==> src/rtl/par_xfer_pkg.sv <==
// par_xfer_pkg: state encoding and counter sizing shared by the parallel transfer chain
package par_xfer_pkg;
  typedef enum logic [1:0] {IDLE = 2'd0, SHIFT = 2'd1, DONE = 2'd2} state_t;
  function automatic int cnt_w(input int n);
    return $clog2(n + 1);
  endfunction
endpackage

==> src/rtl/parallel_to_serial_tx_if.sv <==
// parallel_to_serial_tx_if: word handshake in, serial frame signals out
interface parallel_to_serial_tx_if #(parameter int WIDTH = 4);
  logic [WIDTH-1:0] din;
  logic din_valid;
  logic din_ready;
  logic sout;
  logic sout_valid;
  logic frame_start;
  logic busy;
  logic done;
  modport master(output din, din_valid, input din_ready, sout, sout_valid, frame_start, busy, done);
  modport slave(input din, din_valid, output din_ready, sout, sout_valid, frame_start, busy, done);
endinterface

==> src/rtl/parallel_to_serial_tx.sv <==
// parallel_to_serial_tx: serialises one word at a time with optional even parity and done pulse
module parallel_to_serial_tx
  import par_xfer_pkg::*;
#(
  parameter int WIDTH     = 4,
  parameter int MSB_FIRST = 1,
  parameter int PARITY_EN = 0
) (
  input logic clk,
  input logic rst,
  parallel_to_serial_tx_if.slave s
);
  localparam int N  = WIDTH + PARITY_EN;
  localparam int CW = cnt_w(N);
  state_t           r_state;
  logic [WIDTH-1:0] r_shreg;
  logic [CW-1:0]    r_cnt;
  logic             r_par;
  logic             w_bit;
  logic [WIDTH-1:0] w_next;
  always_comb begin
    w_bit  = (PARITY_EN != 0 && r_cnt == CW'(WIDTH)) ? r_par
           : (MSB_FIRST != 0) ? r_shreg[WIDTH-1] : r_shreg[0];
    w_next = (MSB_FIRST != 0) ? r_shreg << 1 : r_shreg >> 1;
  end
  always_ff @(posedge clk) begin
    if (rst) begin
      r_state <= IDLE;
      r_shreg <= '0;
      r_cnt   <= '0;
      r_par   <= 1'b0;
    end else begin
      case (r_state)
        IDLE: if (s.din_valid) begin
          r_shreg <= s.din;
          r_par   <= ^s.din;
          r_cnt   <= '0;
          r_state <= SHIFT;
        end
        SHIFT: begin
          r_shreg <= w_next;
          r_cnt   <= r_cnt + CW'(1);
          if (r_cnt == CW'(N - 1)) r_state <= DONE;
        end
        default: r_state <= IDLE;
      endcase
    end
  end
  // outputs forced low while reset is asserted, regardless of current state
  assign s.din_ready   = !rst && r_state == IDLE;
  assign s.sout_valid  = !rst && r_state == SHIFT;
  assign s.sout        = !rst && r_state == SHIFT && w_bit;
  assign s.frame_start = !rst && r_state == SHIFT && r_cnt == '0;
  assign s.busy        = !rst && r_state != IDLE;
  assign s.done        = !rst && r_state == DONE;
endmodule
==> src/flat_wrapper.sv <==
// flat-port wrapper written by rule: the top's interface ports become plain ports
module parallel_to_serial_tx_flat import par_xfer_pkg::*;
#(
  parameter int WIDTH     = 4,
  parameter int MSB_FIRST = 1,
  parameter int PARITY_EN = 0
)
  (clk, rst, s_din, s_din_valid, s_din_ready, s_sout, s_sout_valid, s_frame_start, s_busy, s_done);
  parallel_to_serial_tx_if #(.WIDTH(WIDTH)) s_i ();
  input logic clk;
  input logic rst;
  input wire logic [$bits(s_i.din)-1:0] s_din;
  input wire logic [$bits(s_i.din_valid)-1:0] s_din_valid;
  output wire logic [$bits(s_i.din_ready)-1:0] s_din_ready;
  output wire logic [$bits(s_i.sout)-1:0] s_sout;
  output wire logic [$bits(s_i.sout_valid)-1:0] s_sout_valid;
  output wire logic [$bits(s_i.frame_start)-1:0] s_frame_start;
  output wire logic [$bits(s_i.busy)-1:0] s_busy;
  output wire logic [$bits(s_i.done)-1:0] s_done;
  assign s_i.din = s_din;
  assign s_i.din_valid = s_din_valid;
  assign s_din_ready = s_i.din_ready;
  assign s_sout = s_i.sout;
  assign s_sout_valid = s_i.sout_valid;
  assign s_frame_start = s_i.frame_start;
  assign s_busy = s_i.busy;
  assign s_done = s_i.done;
  parallel_to_serial_tx #(.WIDTH(WIDTH), .MSB_FIRST(MSB_FIRST), .PARITY_EN(PARITY_EN)) u_core (.clk(clk), .rst(rst), .s(s_i));
endmodule
==> config.mk <==
export PLATFORM = sky130hd
export DESIGN_NAME = parallel_to_serial_tx_flat
export DESIGN_NICKNAME = d
export VERILOG_FILES = /design/src/rtl/par_xfer_pkg.sv /design/src/rtl/parallel_to_serial_tx_if.sv /design/src/rtl/parallel_to_serial_tx.sv /design/src/flat_wrapper.sv
export SDC_FILE = /design/constraint.sdc
export NUM_CORES = 1
export LEC_CHECK = 0
export CAP_MARGIN = 5
export CORE_AREA = 2 2 39 41
export DETAILED_ROUTE_END_ITERATION = 16
export DIE_AREA = 0 0 41 43
export DONT_BUFFER_PORTS = 1
export PLACE_DENSITY = 0.56
export SYNTH_ARGS = -nofsm -noshare
export SYNTH_HDL_FRONTEND = slang
export SYNTH_SLANG_ARGS = --single-unit
==> constraint.sdc <==
create_clock -name clk -period 1.75 [get_ports clk]
set_input_delay 0.35 -clock clk [delete_from_list [all_inputs] [get_ports clk]]
set_output_delay 0.35 -clock clk [all_outputs]
set_load 0.05 [all_outputs]
==> images/detail.png <==
Region (21, 22) to (41, 42) µm. Cells in grey, sequential cells in the stronger grey; small squares are vias.
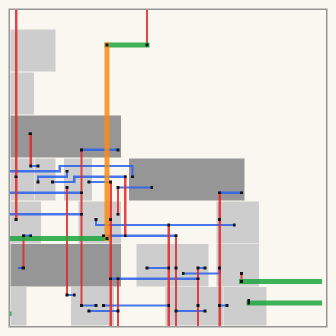
- green: metal 3
- blue: metal 1
- orange: metal 4
- red: metal 2
- netlist names of flops here include: u_core.r_state (2), u_core.r_cnt (1)
- sequential cells in the window: 3
- most frequent: buf_4 (4), dfxtp_1 (2)
- cells with their middle in the window: 15

==> images/cell_density.png <==
The die is cut into 8 by 9 equal tiles; white is low, dark blue is high, 0 to 100% covered.
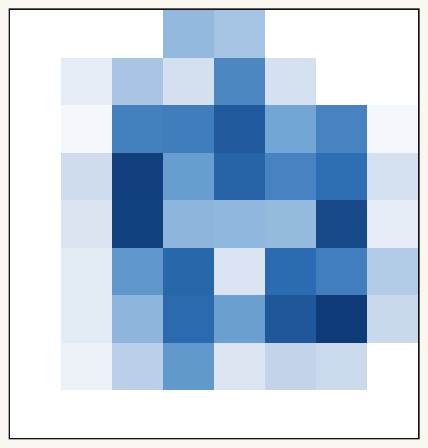
- mean over tiles: 31%
- emptiest ninth of the die: lower left
- densest ninth of the die: centre
- fullest tile: 95%
- tiles over 75% full: 15%
- nearly empty tiles: 33%

==> images/placement.png <==
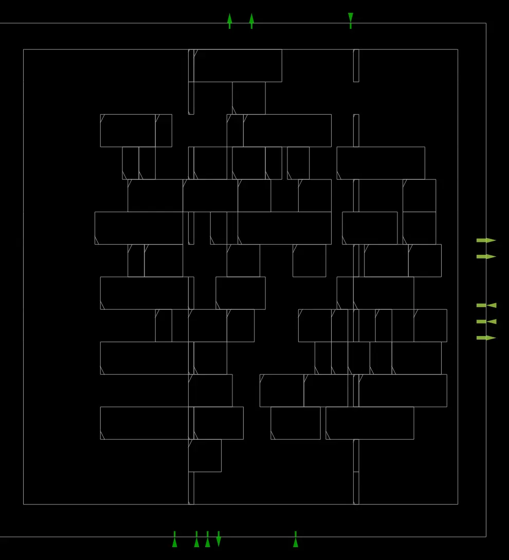
final cell count without fillers: 72
core area: 0.00138 mm²
TAP cells: 16

==> images/sizes.png <==
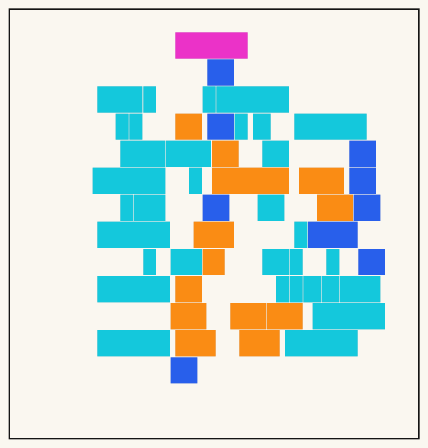
- magenta: _6 and larger (cells 1)
- cyan: _0 and _1 cells (cells 33)
- orange: _2 cells (cells 13)
- blue: _3 and _4 cells (cells 9)

==> flow_summary.ini <==
; physical design summary
[global_routing]
grt-busiest-layer = met1
grt-ovfl-total = 0
grt_use_met2 = 0.138
grt_pass1_vias = 284
use_met1 = 0.138

[routing]
routed.top_layer = met4
via_per_inst = 5.01
vias = 361
antenna_left = 0

[job]
warning_count = 28

[critical_path]
arrival_ns = 1.30
worstSetupEndpointType = output pin
cp.required_ns = 1.40
crit_cells = 4
regToRegEndpoint = u_core.r_shreg[3]$_SDFFE_PP0P_

[logic_synthesis]
yosysTopAreaCellShare = 0.390
yosysWarnings = 0
synth_cell_types = 20
avgSynthCellArea_um2 = 9.62
synth_flop_count = 9
yosys.area_share.simple = 0.220
ys_sh_xor = 0
aoi_share = 0.241
synth_area_leader_cell = dfxtp_1
fp_nets = 58

[final_layout]
n_fill_cell = 142
antenna_cells = 0

[clock_network]
numCtsBuffers = 3
hold_buffers = 0
h-tree-depth = 1
cts_max_path_buffers = 2
ctsResizeCount = 0

[pwr]
switching_share = 0.272
seq_power_share = 0.476
powerClk_mw = 0.161
pwr-share-clk = 0.340
p_seq_mw = 0.224

[final_timing]
slew_violations = 0
fmax_mhz = 608
fin_crit_sh = 0.940
setup_violations = 0
fin_crit_ns = 1.65

[die]
die_area_mm2 = 0.00176

[hold_path]
hold_class = input pin to flip-flop

[outcome]
status = complete, no violations

[placement]
place.gp.congestion = 0.736
place_area_um2 = 536
-- state kept, by name (all words and copies together) (netlist names) --
| signal | count |
|---|---|
| u_core.r_shreg | 4 |
| u_core.r_cnt | 3 |
| u_core.r_state | 2 |
-- layout by cell type (no fill, tap or decap), drive strengths merged --
cell,n
dfxtp,9
a211oi,1
a21oi,2
o21bai,1
o21ai,1
ha,3
nor3b,2
and2,2
and3,1
buf,6
nand2,1
a2bb2oi,2
inv,4
nor3,1
nand2b,1
o21ba,3
nor2,8
nand4bb,1
o221a,3
clkbuf,4
-- layout make-up --
class	count	area [µm²]	area share
multi-input combinational	33	263	0.467
sequential	9	181	0.322
timing repair buffer	6	57.6	0.102
clock buffer	4	26.3	0.0467
tap	16	20.0	0.0356
inverter	4	15.0	0.0267
No activity file was given, so power comes from the tool's default toggle rates.
